`src/rtl/noc_pkt_pkg.sv`:
```
// Packet layout, packet-type codes and requester FSM states shared by the PE-side NoC blocks.
// Packet: [19:18] type, [17:13] src, [12:8] dst, [7:0] payload.
package noc_pkt_pkg;

  localparam int NODE_W     = 5;
  localparam int PAYLOAD_W  = 8;
  localparam int TYPE_W     = 2;
  localparam int PKT_W      = TYPE_W + 2 * NODE_W + PAYLOAD_W;
  localparam int BUF_ADDR_W = 5;

  localparam int PAYLOAD_LSB = 0;
  localparam int DST_LSB     = PAYLOAD_LSB + PAYLOAD_W;
  localparam int SRC_LSB     = DST_LSB + NODE_W;
  localparam int TYPE_LSB    = SRC_LSB + NODE_W;

  localparam logic [TYPE_W-1:0] PKT_RESULT = 2'b00;
  localparam logic [TYPE_W-1:0] PKT_IFMAP  = 2'b01;
  localparam logic [TYPE_W-1:0] PKT_FILTER = 2'b10;

  typedef enum logic [2:0] {
    ST_IDLE,
    ST_F_REQ,
    ST_F_WAIT,
    ST_M_REQ,
    ST_M_WAIT,
    ST_DONE
  } req_state_e;

  function automatic logic [PKT_W-1:0] pack_pkt(input logic [NODE_W-1:0]    src,
                                                input logic [NODE_W-1:0]    dst,
                                                input logic [TYPE_W-1:0]    ptype,
                                                input logic [PAYLOAD_W-1:0] payload);
    logic [PKT_W-1:0] p;
    p = '0;
    p[TYPE_LSB +: TYPE_W]       = ptype;
    p[SRC_LSB +: NODE_W]        = src;
    p[DST_LSB +: NODE_W]        = dst;
    p[PAYLOAD_LSB +: PAYLOAD_W] = payload;
    return p;
  endfunction

  function automatic logic [TYPE_W-1:0] get_type(input logic [PKT_W-1:0] p);
    return p[TYPE_LSB +: TYPE_W];
  endfunction

  function automatic logic [NODE_W-1:0] get_src(input logic [PKT_W-1:0] p);
    return p[SRC_LSB +: NODE_W];
  endfunction

  function automatic logic [NODE_W-1:0] get_dst(input logic [PKT_W-1:0] p);
    return p[DST_LSB +: NODE_W];
  endfunction

  function automatic logic [PAYLOAD_W-1:0] get_payload(input logic [PKT_W-1:0] p);
    return p[PAYLOAD_LSB +: PAYLOAD_W];
  endfunction

endpackage

```
`src/rtl/pe_mem_requester_req_buffer.sv`:
```
// Small operand register file: one synchronous write port, one combinational read port.
// Out-of-range read addresses return zero.
module req_buffer
  import noc_pkt_pkg::*;
#(
  parameter int DEPTH  = 9,
  parameter int DATA_W = 8
) (
  input  logic                  clk,
  input  logic                  rst_n,
  input  logic                  wr_en,
  input  logic [BUF_ADDR_W-1:0] wr_addr,
  input  logic [DATA_W-1:0]     wr_data,
  input  logic [BUF_ADDR_W-1:0] rd_addr,
  output logic [DATA_W-1:0]     rd_data
);

  logic [DATA_W-1:0] mem [DEPTH];

  always_ff @(posedge clk or negedge rst_n) begin
    if (!rst_n) begin
      for (int k = 0; k < DEPTH; k++) mem[k] <= '0;
    end else if (wr_en) begin
      for (int k = 0; k < DEPTH; k++) begin
        if (wr_addr == BUF_ADDR_W'(k)) mem[k] <= wr_data;
      end
    end
  end

  always_comb begin
    rd_data = '0;
    for (int k = 0; k < DEPTH; k++) begin
      if (rd_addr == BUF_ADDR_W'(k)) rd_data = mem[k];
    end
  end

endmodule

```
`src/rtl/pe_mem_requester.sv`:
```
// PE-side memory requester: fetches filter and ifmap words one request at a time,
// buffers the replies locally, and forwards PE results to memory as write packets.
//
// state   | meaning
// --------+----------------------------------------------------------
// IDLE    | no load since reset; waits for start
// F_REQ   | filter read request on tx, held until tx_ready
// F_WAIT  | waiting for the filter reply for index idx
// M_REQ   | ifmap read request on tx, held until tx_ready
// M_WAIT  | waiting for the ifmap reply for index idx
// DONE    | all requested words captured; load_done high; accepts start
module pe_mem_requester
  import noc_pkt_pkg::*;
#(
  parameter int WIDTH            = 5,
  parameter int VALID_DATA_WIDTH = 8,
  parameter int DATA_WIDTH       = 20,
  parameter int MEM_INDEX        = 0,
  parameter int FILT_DEPTH       = 9,
  parameter int MAP_DEPTH        = 25
) (
  input  logic                        clk,
  input  logic                        rst_n,
  input  logic [WIDTH-1:0]            my_index,
  input  logic                        start,
  input  logic [VALID_DATA_WIDTH-1:0] filt_base,
  input  logic [VALID_DATA_WIDTH-1:0] filt_cnt,
  input  logic [VALID_DATA_WIDTH-1:0] map_base,
  input  logic [VALID_DATA_WIDTH-1:0] map_cnt,
  output logic                        tx_valid,
  input  logic                        tx_ready,
  output logic [DATA_WIDTH-1:0]       tx_data,
  input  logic                        rx_valid,
  output logic                        rx_ready,
  input  logic [DATA_WIDTH-1:0]       rx_data,
  input  logic [BUF_ADDR_W-1:0]       buf_rd_addr,
  output logic [VALID_DATA_WIDTH-1:0] filt_rd_data,
  output logic [VALID_DATA_WIDTH-1:0] map_rd_data,
  output logic                        load_done,
  output logic                        busy,
  input  logic                        res_valid,
  output logic                        res_ready,
  input  logic [VALID_DATA_WIDTH-1:0] res_data,
  output logic                        err
);

  localparam logic [VALID_DATA_WIDTH-1:0] FILT_MAX = VALID_DATA_WIDTH'(FILT_DEPTH);
  localparam logic [VALID_DATA_WIDTH-1:0] MAP_MAX  = VALID_DATA_WIDTH'(MAP_DEPTH);
  localparam logic [WIDTH-1:0]            MEM_NODE = WIDTH'(MEM_INDEX);

  req_state_e state, state_nxt;

  logic [VALID_DATA_WIDTH-1:0] filt_base_q, filt_cnt_q, map_base_q, map_cnt_q;
  logic [BUF_ADDR_W-1:0]       idx;
  logic                        err_q;
  logic                        res_pend;
  logic                        res_en;
  logic [DATA_WIDTH-1:0]       res_pkt;

  logic [VALID_DATA_WIDTH-1:0] filt_cnt_clamp, map_cnt_clamp;
  logic [VALID_DATA_WIDTH-1:0] idx_inc;
  logic                        cnt_err;
  logic                        start_ok, in_req;
  logic                        rx_fire, good_f, good_m, rx_bad;
  logic                        last_f, last_m;
  logic                        unused_rx_src;

  assign filt_cnt_clamp = (filt_cnt > FILT_MAX) ? FILT_MAX : filt_cnt;
  assign map_cnt_clamp  = (map_cnt > MAP_MAX) ? MAP_MAX : map_cnt;
  assign cnt_err        = (filt_cnt > FILT_MAX) || (map_cnt > MAP_MAX);

  assign start_ok = start && ((state == ST_IDLE) || (state == ST_DONE));
  assign in_req   = (state == ST_F_REQ) || (state == ST_M_REQ);
  assign idx_inc  = VALID_DATA_WIDTH'(idx) + 1'b1;
  assign last_f   = (idx_inc == filt_cnt_q);
  assign last_m   = (idx_inc == map_cnt_q);

  // A reply is good only if it matches the kind of word being waited for and is addressed to us.
  assign rx_fire = rx_valid && rx_ready;
  assign good_f  = rx_fire && (state == ST_F_WAIT) &&
                   (get_type(rx_data) == PKT_FILTER) && (get_dst(rx_data) == my_index);
  assign good_m  = rx_fire && (state == ST_M_WAIT) &&
                   (get_type(rx_data) == PKT_IFMAP) && (get_dst(rx_data) == my_index);
  assign rx_bad  = rx_fire && !good_f && !good_m;

  assign unused_rx_src = ^get_src(rx_data);

  always_ff @(posedge clk or negedge rst_n) begin
    if (!rst_n) state <= ST_IDLE;
    else        state <= state_nxt;
  end

  always_comb begin
    state_nxt = state;
    tx_valid  = 1'b0;
    tx_data   = '0;
    rx_ready  = 1'b0;
    case (state)
      ST_IDLE, ST_DONE: begin
        if (start_ok) begin
          if (filt_cnt_clamp != '0)     state_nxt = ST_F_REQ;
          else if (map_cnt_clamp != '0) state_nxt = ST_M_REQ;
          else                          state_nxt = ST_DONE;
        end
      end
      ST_F_REQ: begin
        if (!res_pend) begin
          tx_valid = 1'b1;
          tx_data  = pack_pkt(my_index, MEM_NODE, PKT_FILTER,
                              filt_base_q + VALID_DATA_WIDTH'(idx));
          if (tx_ready) state_nxt = ST_F_WAIT;
        end
      end
      ST_F_WAIT: begin
        rx_ready = 1'b1;
        if (good_f) begin
          if (!last_f)              state_nxt = ST_F_REQ;
          else if (map_cnt_q != '0) state_nxt = ST_M_REQ;
          else                      state_nxt = ST_DONE;
        end
      end
      ST_M_REQ: begin
        if (!res_pend) begin
          tx_valid = 1'b1;
          tx_data  = pack_pkt(my_index, MEM_NODE, PKT_IFMAP,
                              map_base_q + VALID_DATA_WIDTH'(idx));
          if (tx_ready) state_nxt = ST_M_WAIT;
        end
      end
      ST_M_WAIT: begin
        rx_ready = 1'b1;
        if (good_m) state_nxt = last_m ? ST_DONE : ST_M_REQ;
      end
      default: state_nxt = ST_IDLE;
    endcase
    // A pending result owns the tx channel ahead of any read request.
    if (res_pend) begin
      tx_valid = 1'b1;
      tx_data  = res_pkt;
    end
  end

  always_ff @(posedge clk or negedge rst_n) begin
    if (!rst_n) begin
      filt_base_q <= '0;
      filt_cnt_q  <= '0;
      map_base_q  <= '0;
      map_cnt_q   <= '0;
      idx         <= '0;
      err_q       <= 1'b0;
    end else begin
      if (start_ok) begin
        filt_base_q <= filt_base;
        filt_cnt_q  <= filt_cnt_clamp;
        map_base_q  <= map_base;
        map_cnt_q   <= map_cnt_clamp;
        idx         <= '0;
        err_q       <= cnt_err;
      end else begin
        if (good_f)      idx <= last_f ? '0 : idx + 1'b1;
        else if (good_m) idx <= last_m ? '0 : idx + 1'b1;
        if (rx_bad) err_q <= 1'b1;
      end
    end
  end

  // res_en keeps res_ready low while in reset and for the first cycle after release.
  always_ff @(posedge clk or negedge rst_n) begin
    if (!rst_n) begin
      res_en   <= 1'b0;
      res_pend <= 1'b0;
      res_pkt  <= '0;
    end else begin
      res_en <= 1'b1;
      if (res_valid && res_ready) begin
        res_pend <= 1'b1;
        res_pkt  <= pack_pkt(my_index, MEM_NODE, PKT_RESULT, res_data);
      end else if (res_pend && tx_ready) begin
        res_pend <= 1'b0;
      end
    end
  end

  assign res_ready = res_en && !in_req && !res_pend;
  assign load_done = (state == ST_DONE);
  assign busy      = (state != ST_IDLE) && (state != ST_DONE);
  assign err       = err_q;

  req_buffer #(.DEPTH(FILT_DEPTH), .DATA_W(VALID_DATA_WIDTH)) u_filt_buf (
    .clk     (clk),
    .rst_n   (rst_n),
    .wr_en   (good_f),
    .wr_addr (idx),
    .wr_data (get_payload(rx_data)),
    .rd_addr (buf_rd_addr),
    .rd_data (filt_rd_data)
  );

  req_buffer #(.DEPTH(MAP_DEPTH), .DATA_W(VALID_DATA_WIDTH)) u_map_buf (
    .clk     (clk),
    .rst_n   (rst_n),
    .wr_en   (good_m),
    .wr_addr (idx),
    .wr_data (get_payload(rx_data)),
    .rd_addr (buf_rd_addr),
    .rd_data (map_rd_data)
  );

endmodule

```
`config.mk`:
```
export PLATFORM = sky130hd
export DESIGN_NAME = pe_mem_requester
export DESIGN_NICKNAME = d
export VERILOG_FILES = /design/src/rtl/noc_pkt_pkg.sv /design/src/rtl/pe_mem_requester_req_buffer.sv /design/src/rtl/pe_mem_requester.sv
export SDC_FILE = /design/constraint.sdc
export NUM_CORES = 1
export LEC_CHECK = 0
export ABC_AREA = 1
export CORE_MARGIN = 2
export CORE_UTILIZATION = 55
export DETAILED_ROUTE_END_ITERATION = 8
export PLACE_DENSITY = 0.73
export SETUP_SLACK_MARGIN = 0.1
export SYNTH_ARGS = -nofsm -noshare
export SYNTH_HDL_FRONTEND = slang
export SYNTH_SLANG_ARGS = --single-unit
export TNS_END_PERCENT = 5
```
`constraint.sdc`:
```
create_clock -name clk -period 5.35 [get_ports clk]
set_input_delay 1.07 -clock clk [delete_from_list [all_inputs] [get_ports clk]]
set_output_delay 1.07 -clock clk [all_outputs]
set_load 0.05 [all_outputs]
```
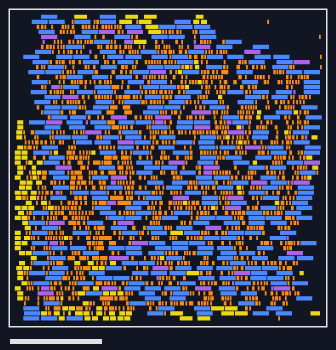
Figure 1: run 1, cell classes on the final placement.
Bar = 50 um.
legend:
  orange:
    class: all other logic
    cells: 1473
    share_of_their_area: 38%
  blue:
    class: flops
    cells: 328
    share_of_their_area: 47%
  yellow:
    class: other buffers and delay cells
    cells: 139
    share_of_their_area: 8.4%
  purple:
    class: clock drivers and dummy loads
    cells: 63
    share_of_their_area: 6.6%
flop share of the area: 0.453
final instance area: 18100 um2
site row count: 61

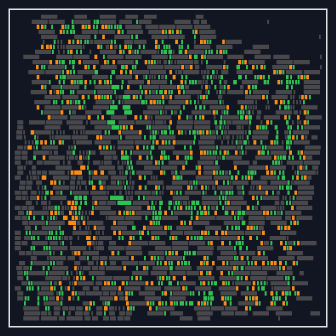
Figure 2: run 1, logic cells by family.
legend:
  orange:
    family: inverting AOI/OAI gates
    cells: 361
    where: spread over the die
  green:
    family: NAND gates
    cells: 762
    where: spread over the die
Final Instance Count excl. Fillers: 2381
Top cell excl fill/tap: nand2_1
combinational share of cell area: 0.345

==> flow_summary.ini, run 1 <==
; implementation run metrics
[finish]
antennaDiodeCount = 0
layout-drive-gt1-share = 0.0884
finalNetCount = 2065
logic_area_um2 = 6240

[clock_tree]
h-tree-depth = 2
cts_inserted_buffers = 36
path_clk_slew_ps = 60
cts_root_buf = clkbuf_16

[flow_run]
drv_cap = 0
warning_count = 40

[synthesis]
muxShareOfSynthArea = 0.00653
synth_top_cell_by_area = dfrtp_1
synthDistinctLibCells = 45
yosys.stat.seqShare = 0.536
top_logic_kind = simple AND/OR/NAND/NOR gates
xor_share = 0.00629
yosysWarnings = 0
ys_cells = 1883
synth-simple-area-share = 0.257
synthAoiAreaFrac = 0.126
ff_type = dfrtp_1

[route]
vias_per_cell = 5.44
wl_per_cell_um = 16.6
first_pass_iters = 5

[global_routing]
gr-usage-met1 = 0.403
grt_remaining_overflow = 0
grt_max_degree = 120

[place]
portBuffers = 107

[sta]
slew_headroom = 0.152
fmax_mhz = 197
skew_ps = 10.5
hold_viol = 0

[floorplan]
core_util_floorplan = 0.555
chipArea_um2 = 29200

[min_path]
worst_hold_path_type = reg -> reg

[status]
status = complete, no violations

[power_and_ir_drop]
power_w = 0.00688

[worst_setup_path]
arrival_ps = 4010
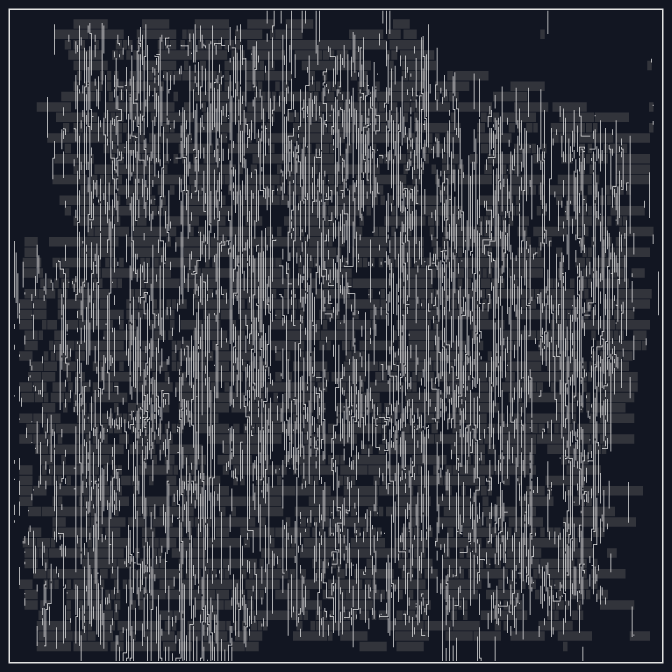
Figure 3: run 1, M2 wires.
longest straight run: 61.5 um
nets with wire on the layer: 1576
share of all routed wire: 46%
wire length on this layer: 18300 um
main direction: vertical

run 1: sequential cells by signal (all words and copies together), names as in the netlist:
name and flops:
u_filt_buf.mem 72, idx 5, filt_cnt_q 8, u_map_buf.mem 200, res_en 1, filt_base_q 8
res_pend 1, map_base_q 8, res_pkt 13, state 3, map_cnt_q 8, err 1
run 1: final cells by class:
type | count | area share
timing repair buffer | 139 | 0.0821
clock inverter | 6 | 0.00498
sequential | 328 | 0.453
inverter | 142 | 0.0295
tap | 378 | 0.0261
multi-input combinational | 1331 | 0.345
clock buffer | 57 | 0.0592
run 1: cell usage in the layout (no fill, tap or decap), types with 10 or more instances in the layout:
cell and count:
buf_4 31, ha_1 10, buf_12 17, a21oi_1 28
o21ai_1 21, clkbuf_16 37, inv_1 130, nor2_1 106
nand3_1 45, nand2_2 11, o21ai_0 296, clkdlybuf4s50_1 85
nand2_1 642, nor3_1 13, inv_2 10, dfrtp_1 328
clkbuf_1 13, nand4_1 50, or2_2 23
run 1: worst paths after layout:
| path | start | endpoint | slack (ps) | cells past startpoint |
|---|---|---|---|---|
| min | u_map_buf.mem[119] | u_map_buf.mem[119] | 480 | 2 |
| min reg2reg | u_map_buf.mem[119] | u_map_buf.mem[119] | 480 | 2 |
| max | buf_rd_addr[2] | map_rd_data[3] | 270 | 19 |
| max reg2reg | idx[1] | u_map_buf.mem[188] | 2280 | 6 |
| min in group asynchronous | rst_n | u_filt_buf.mem[69] | 590 | 1 |
| max in group asynchronous | rst_n | u_map_buf.mem[87] | 3510 | 2 |
run 1: kinds of logic after synthesis:
group           after synthesis
mux                           9
simple gates                924
other cells                   2
xor+xnor                     11
compound gates              370
flops                       328
fa+ha+maj                    11
buf+inv                     228
run 1: worst max-delay path, cell delays in order:
cell and delay, ps:
clkdlybuf4s50_1 590, nor2_1 130, inv_2 170, nor2_2 120, nand2_1 70, nand2_1 40, nor2_1 190, nand4_1 130
nor2_1 280, nand4_1 160, nor2_1 150, nand4_1 110, nand2_1 80, nand4_1 70, nand2_1 110, nand3_1 80
nand2_1 80, nand4_1 160, buf_12 200
run 1: per-stage QoR:
step / worst slack, ps / hold slack (ps) / instances / utilization
2_1_floorplan: 734 / 441 / 1887 / -
3_3_place_gp: 207 / 459 / 2318 / 0.613
3_5_place_dp: 197 / 463 / 2318 / 0.613
4_1_cts: 4.42 / 478 / 2381 / 0.655
5_1_grt: 94.5 / 496 / 2381 / 0.655
6_report: 272 / 476 / 2381 / 0.655
run 1: routing by layer:
layer	wire length, um	vias to the layer above	part of all wire
met5	0	-	0
met4	663	0	0.017
met1	18000	6225	0.45
met3	2660	47	0.067
li1	-	6295	-
met2	18300	390	0.46
run 1: power breakdown:
group	internal [W]	total, W	switching [W]
combinational	0.000519	0.00164	0.00112
sequential	0.00264	0.00279	0.000147
clock	0.00147	0.00245	0.000983
total	0.00463	0.00688	0.00225
run 1: what timing repair did:
item | CTS | global route
gates cloned | 0 | 0
gates resized | 1 | 12
setup endpoints to repair | 2 | 13
--- run 2 (diff from run 1) ---
--- a/config.mk
+++ b/config.mk
@@ -9,7 +9,9 @@
 export CORE_MARGIN = 2
 export CORE_UTILIZATION = 55
 export DETAILED_ROUTE_END_ITERATION = 8
+export GPL_TIMING_DRIVEN = 1
 export PLACE_DENSITY = 0.73
+export REMOVE_ABC_BUFFERS = 1
 export SETUP_SLACK_MARGIN = 0.1
 export SYNTH_ARGS = -nofsm -noshare
 export SYNTH_HDL_FRONTEND = slang
==> constraint.sdc (replaced) <==
create_clock -name clk -period 6.3 [get_ports clk]
set_input_delay 1.26 -clock clk [delete_from_list [all_inputs] [get_ports clk]]
set_output_delay 1.26 -clock clk [all_outputs]
set_load 0.05 [all_outputs]
==> run 2 against run 1 <==
Register-to-register slack better by 910 ps. Sequential power down 15%. Die area stayed put. Combinational power is 16% lower. First-iteration DRC count fell by 6.6%. Final cell count is 0.38% lower. Final area decreased by 0.57%. Clock power shrank 13%. Clock skew is 1.5 ps lower. Via count decreased by 0.46%. Hold slack lost 0.52 ps. Synthesized area is the same. Critical endpoint is now filt_rd_data[3].
==> flow_summary.ini, run 2 <==
; implementation run metrics
[status]
status = complete, no violations

[place]
portBuffers = 107

[synthesis]
synthDistinctLibCells = 45
ff_type = dfrtp_1
synth_top_cell_by_area = dfrtp_1

[sta]
fmax_mhz = 170
skew_ps = 8.96
holdWs_ps = 475
slew_headroom = 0.156

[worst_setup_path]
rr_worst_depth = 10
path_buffers = 3
reg2reg_to = idx[2]

[route]
vias_per_cell = 5.44
first_pass_iters = 8

[flow_run]
warning_count = 35
drv_cap = 0

[min_path]
worst_hold_path_type = reg -> reg

[finish]
finalNetCount = 2056
final_common_cell = nand2_1

[clock_tree]
cts_resized = 0
cts_root_buf = clkbuf_16
h-tree-depth = 2

[global_routing]
grt_max_degree = 142
grt_remaining_overflow = 0

[floorplan]
rows = 61
==> run 2: report_power, final <==
group          switching [W]  internal, W
Clock               0.000851      0.00129
Combinational       0.000925     0.000451
Sequential          0.000127      0.00224
Total                0.00190      0.00399
==> run 2: logic make-up after synthesis <==
family	share of synthesized area
xor+xnor	0.00629
other cells	0.000490
buf+inv	0.0589
flops	0.536
compound gates	0.126
mux	0.00653
fa+ha+maj	0.00947
simple gates	0.257
==> run 2: per-stage QoR <==
step	cells	setup slack, ps	power [W]	utilization
after CTS	2372	415	0.00592	0.652
after global placement	2309	453	0.00375	0.608
after global routing	2372	151	0.00616	0.652
final	2372	419	0.00589	0.652
after floorplan	1801	1490	0.00328	-
after detailed placement	2309	428	0.00377	0.608
==> run 2: metal layers <==
metal / vias up / global-route usage / wire, um
li1: 6260 / - / -
met1: 6173 / 0.392 / 17400
met2: 410 / 0.442 / 17700
met3: 55 / 0.0493 / 2900
met4: 0 / 0.0811 / 804
met5: - / 0 / 0
==> run 2: how the worst max path moves through the flow <==
stage / from / end / depth (start not counted)
2_1_floorplan: state[0] / tx_data[6] / 13
6_report: buf_rd_addr[2] / filt_rd_data[3] / 9
3_3_place_gp: buf_rd_addr[2] / filt_rd_data[3] / 9
3_5_place_dp: buf_rd_addr[2] / filt_rd_data[3] / 9
5_1_grt: state[0] / tx_data[6] / 15
4_1_cts: buf_rd_addr[2] / filt_rd_data[3] / 9
==> run 2: layout make-up <==
type / count / area (um2) / share of cell area
Sequential cell: 328 / 8210 / 0.456
Multi-Input combinational cell: 1331 / 6240 / 0.346
Timing Repair Buffer: 130 / 1330 / 0.0741
Clock buffer: 47 / 1040 / 0.0580
Inverter: 142 / 534 / 0.0297
Tap cell: 378 / 473 / 0.0263
Clock inverter: 16 / 171 / 0.00952
==> run 2: worst register-to-register path, cell delays in order (launching register included) <==
cell,delay [ps]
dfrtp_1,910
inv_1,320
ha_1,460
nand2_1,90
nand2_1,50
nor2_1,80
o2111ai_1,110
nor4_1,410
nand4_1,190
nand4_1,230
o22ai_1,110
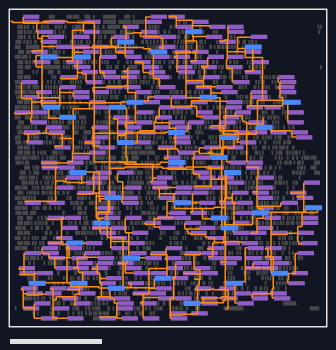
Figure 4: run 2, clock wires, drivers and flops.
Bar = 50 um.
legend:
  purple:
    item: flip-flops
    count: 328
  orange:
    item: clock wires
    length: 3920 um
  blue:
    item: cells driving clock nets
    count: 36
routed clock nets: 37

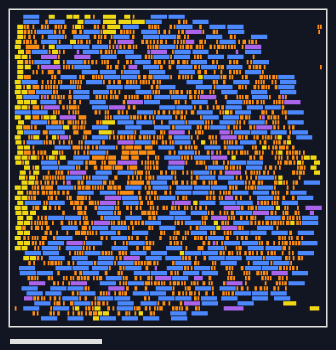
Figure 5: run 2, cell classes on the final placement.
Bar = 50 um.
legend:
  orange:
    class: all other logic
    cells: 1473
    share_of_their_area: 39%
  blue:
    class: flops
    cells: 328
    share_of_their_area: 47%
  purple:
    class: clock drivers and dummy loads
    cells: 63
    share_of_their_area: 6.9%
  yellow:
    class: other buffers and delay cells
    cells: 130
    share_of_their_area: 7.6%

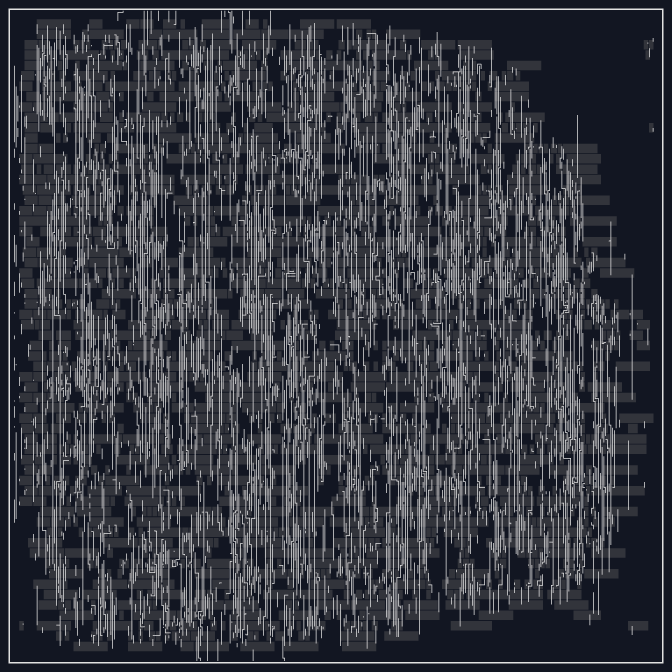
Figure 6: run 2, M2 wires.
longest straight run: 72.4 um
nets with wire on the layer: 1576
share of all routed wire: 46%
wire length on this layer: 17700 um

--- run 3 (diff from run 2) ---
--- a/config.mk
+++ b/config.mk
@@ -7,10 +7,10 @@
 export LEC_CHECK = 0
 export ABC_AREA = 1
 export CORE_MARGIN = 2
-export CORE_UTILIZATION = 55
+export CORE_UTILIZATION = 40
 export DETAILED_ROUTE_END_ITERATION = 8
 export GPL_TIMING_DRIVEN = 1
-export PLACE_DENSITY = 0.73
+export PLACE_DENSITY = 0.55
 export REMOVE_ABC_BUFFERS = 1
 export SETUP_SLACK_MARGIN = 0.1
 export SYNTH_ARGS = -nofsm -noshare
==> constraint.sdc (replaced) <==
create_clock -name clk -period 6.42 [get_ports clk]
set_input_delay 1.284 -clock clk [delete_from_list [all_inputs] [get_ports clk]]
set_output_delay 1.284 -clock clk [all_outputs]
set_load 0.05 [all_outputs]
==> run 3 against run 2 <==
Worst setup slack better by 270 ps. Synthesized area unchanged. Critical path depth is 2 higher. Power grew 0.25%. Non-clock buffer count is 10 higher. Clock skew is 15 ps higher. Sequential share of layout area fell by 0.70 points. Clock-buffer cell count rose by 3. Critical endpoint is now filt_rd_data[7]. Highest routed layer unchanged.
==> flow_summary.ini, run 3 <==
; implementation run metrics
[status]
status = complete, no violations

[finish]
top_regs = u_map_buf.mem (200), u_filt_buf.mem (72), res_pkt (13)
largest_register = u_map_buf.mem
flop_area_um2 = 8210
layout-drive-gt1-share = 0.0906
antennaDiodeCount = 0
finalNetCount = 2069
fin_cells = 2520
final_common_cell = nand2_1
most-common-layout-cells = nand2_1 (643), dfrtp_1 (328), o21ai_0 (297)

[synthesis]
synthDistinctLibCells = 45
ff_type = dfrtp_1
synth_top_cell_by_area = dfrtp_1

[sta]
setup_slack_ps = 686
skew_ps = 24.0
fmax_mhz = 174
hold_viol = 0

[place]
dp_cells = 2452
portBuffers = 107
place_ws_ps = 627

[route]
first_pass_iters = 5
route.met3.wl_um = 2610

[clock_tree]
cts_root_buf = clkbuf_16

[flow_run]
drv_cap = 0

[global_routing]
grt_remaining_overflow = 0

[worst_setup_path]
arrival_ps = 4450

[floorplan]
core_util_floorplan = 0.407
## run 3: cell types whose count changed in the layout (fill, tap and decap cells not counted), sizes merged
cell    before  now
buf         35   45
clkbuf      47   50
clkinv      13   14
inv        140  141
## run 3: path summary, 6_finish.rpt
kind	startpoint	endpoint	slack [ps]	cells after the start
max in group asynchronous	rst_n	filt_cnt_q[6]	4200	2
worst min register to register	map_base_q[3]	map_base_q[3]	480	2
worst max register to register	idx[0]	idx[2]	3370	12
worst max-delay path	buf_rd_addr[2]	filt_rd_data[7]	690	11
min in group asynchronous	rst_n	u_map_buf.mem[173]	780	1
worst min-delay path	map_base_q[3]	map_base_q[3]	480	2
## run 3: worst max-delay path, stage by stage
cell and delay [ps]:
clkdlybuf4s50_1 470, nor2_1 550, inv_2 250, nor2_2 360, buf_4 230, a22o_1 140
a21oi_1 50, nand3_1 100, a21oi_1 50, nand4_1 130, clkdlybuf4s50_1 830
## run 3: power breakdown
part / leakage, nW / switching (W) / internal [W] / total (W)
sequential: 4.50 / 0.000111 / 0.00220 / 0.00232
clock: 0.632 / 0.000882 / 0.00132 / 0.00220
combinational: 3.18 / 0.000942 / 0.000449 / 0.00139
total: 8.31 / 0.00194 / 0.00397 / 0.00591
## run 3: layout make-up
type | instances | share of cell area
clock inverters | 18 | 0.0101
multi-input cells | 1331 | 0.341
well taps | 511 | 0.0350
flip-flops and latches | 328 | 0.449
repair buffers | 140 | 0.0764
inverters | 142 | 0.0292
clock buffers | 50 | 0.0595
## run 3: metrics by stage
step | total power [W] | instance area, um2 | utilization | hold slack, ps
after floorplan | 0.00322 | 15000 | - | 441
after global placement | 0.00374 | 17000 | 0.452 | 459
after detailed placement | 0.00375 | 17000 | 0.452 | 465
after CTS | 0.00597 | 18300 | 0.485 | 479
after global routing | 0.00621 | 18300 | 0.485 | 494
final | 0.00591 | 18300 | 0.485 | 478
## run 3: kinds of logic (layout without fill, tap and decap cells)
group,after synthesis,count (layout),synth area share
mux,9,9,0.00653
xor+xnor,11,11,0.00629
buf+inv,228,350,0.0589
fa+ha+maj,11,11,0.00947
flops,328,328,0.536
other cells,2,6,0.000490
simple gates,924,924,0.257
compound gates,370,370,0.126
## run 3: layer usage
layer  vias up  GRT usage
met4         0     0.0469
met5         -          0
met3        52     0.0551
met2       294      0.348
li1       6295          -
met1      5983      0.304
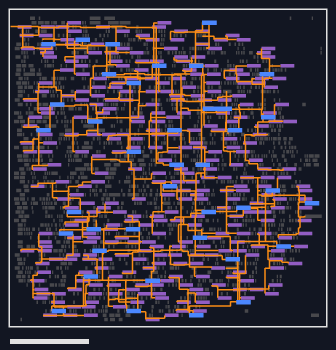
Figure 7: run 3, clock wires, drivers and flops.
Bar = 50 um.
legend:
  purple:
    item: flip-flops
    count: 328
  orange:
    item: clock wires
    length: 4510 um
  blue:
    item: cells driving clock nets
    count: 39
routed clock nets: 40
flops lie: spread over the die

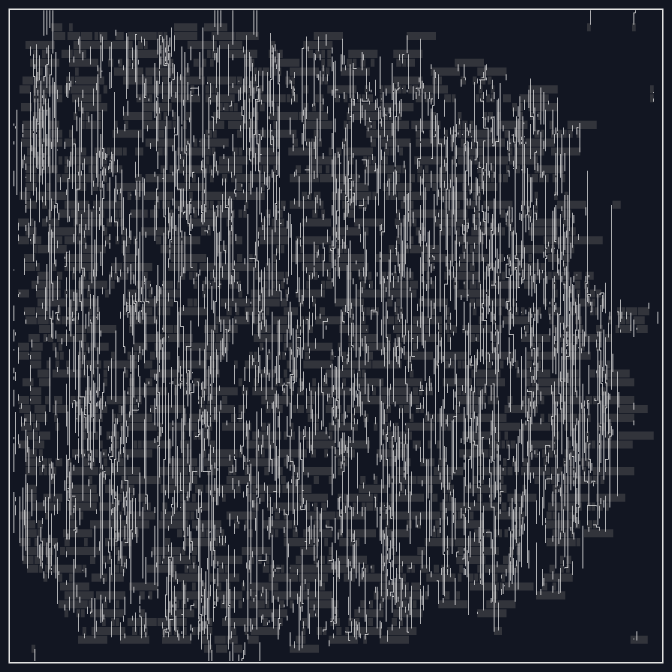
Figure 8: run 3, M2 wires.
share of all routed wire: 45%
wire length on this layer: 18800 um
nets with wire on the layer: 1507

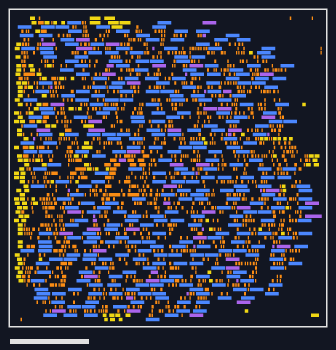
Figure 9: run 3, cell classes on the final placement.
Bar = 50 um.
legend:
  yellow:
    class: other buffers and delay cells
    cells: 140
    share_of_their_area: 7.9%
  blue:
    class: flops
    cells: 328
    share_of_their_area: 47%
  purple:
    class: clock drivers and dummy loads
    cells: 68
    share_of_their_area: 7.2%
  orange:
    class: all other logic
    cells: 1473
    share_of_their_area: 38%
site row count: 71
final instance area: 18300 um2
Core Box Area: 37700 um2
fin util: 0.485

Power and IR drop assume default switching activity.
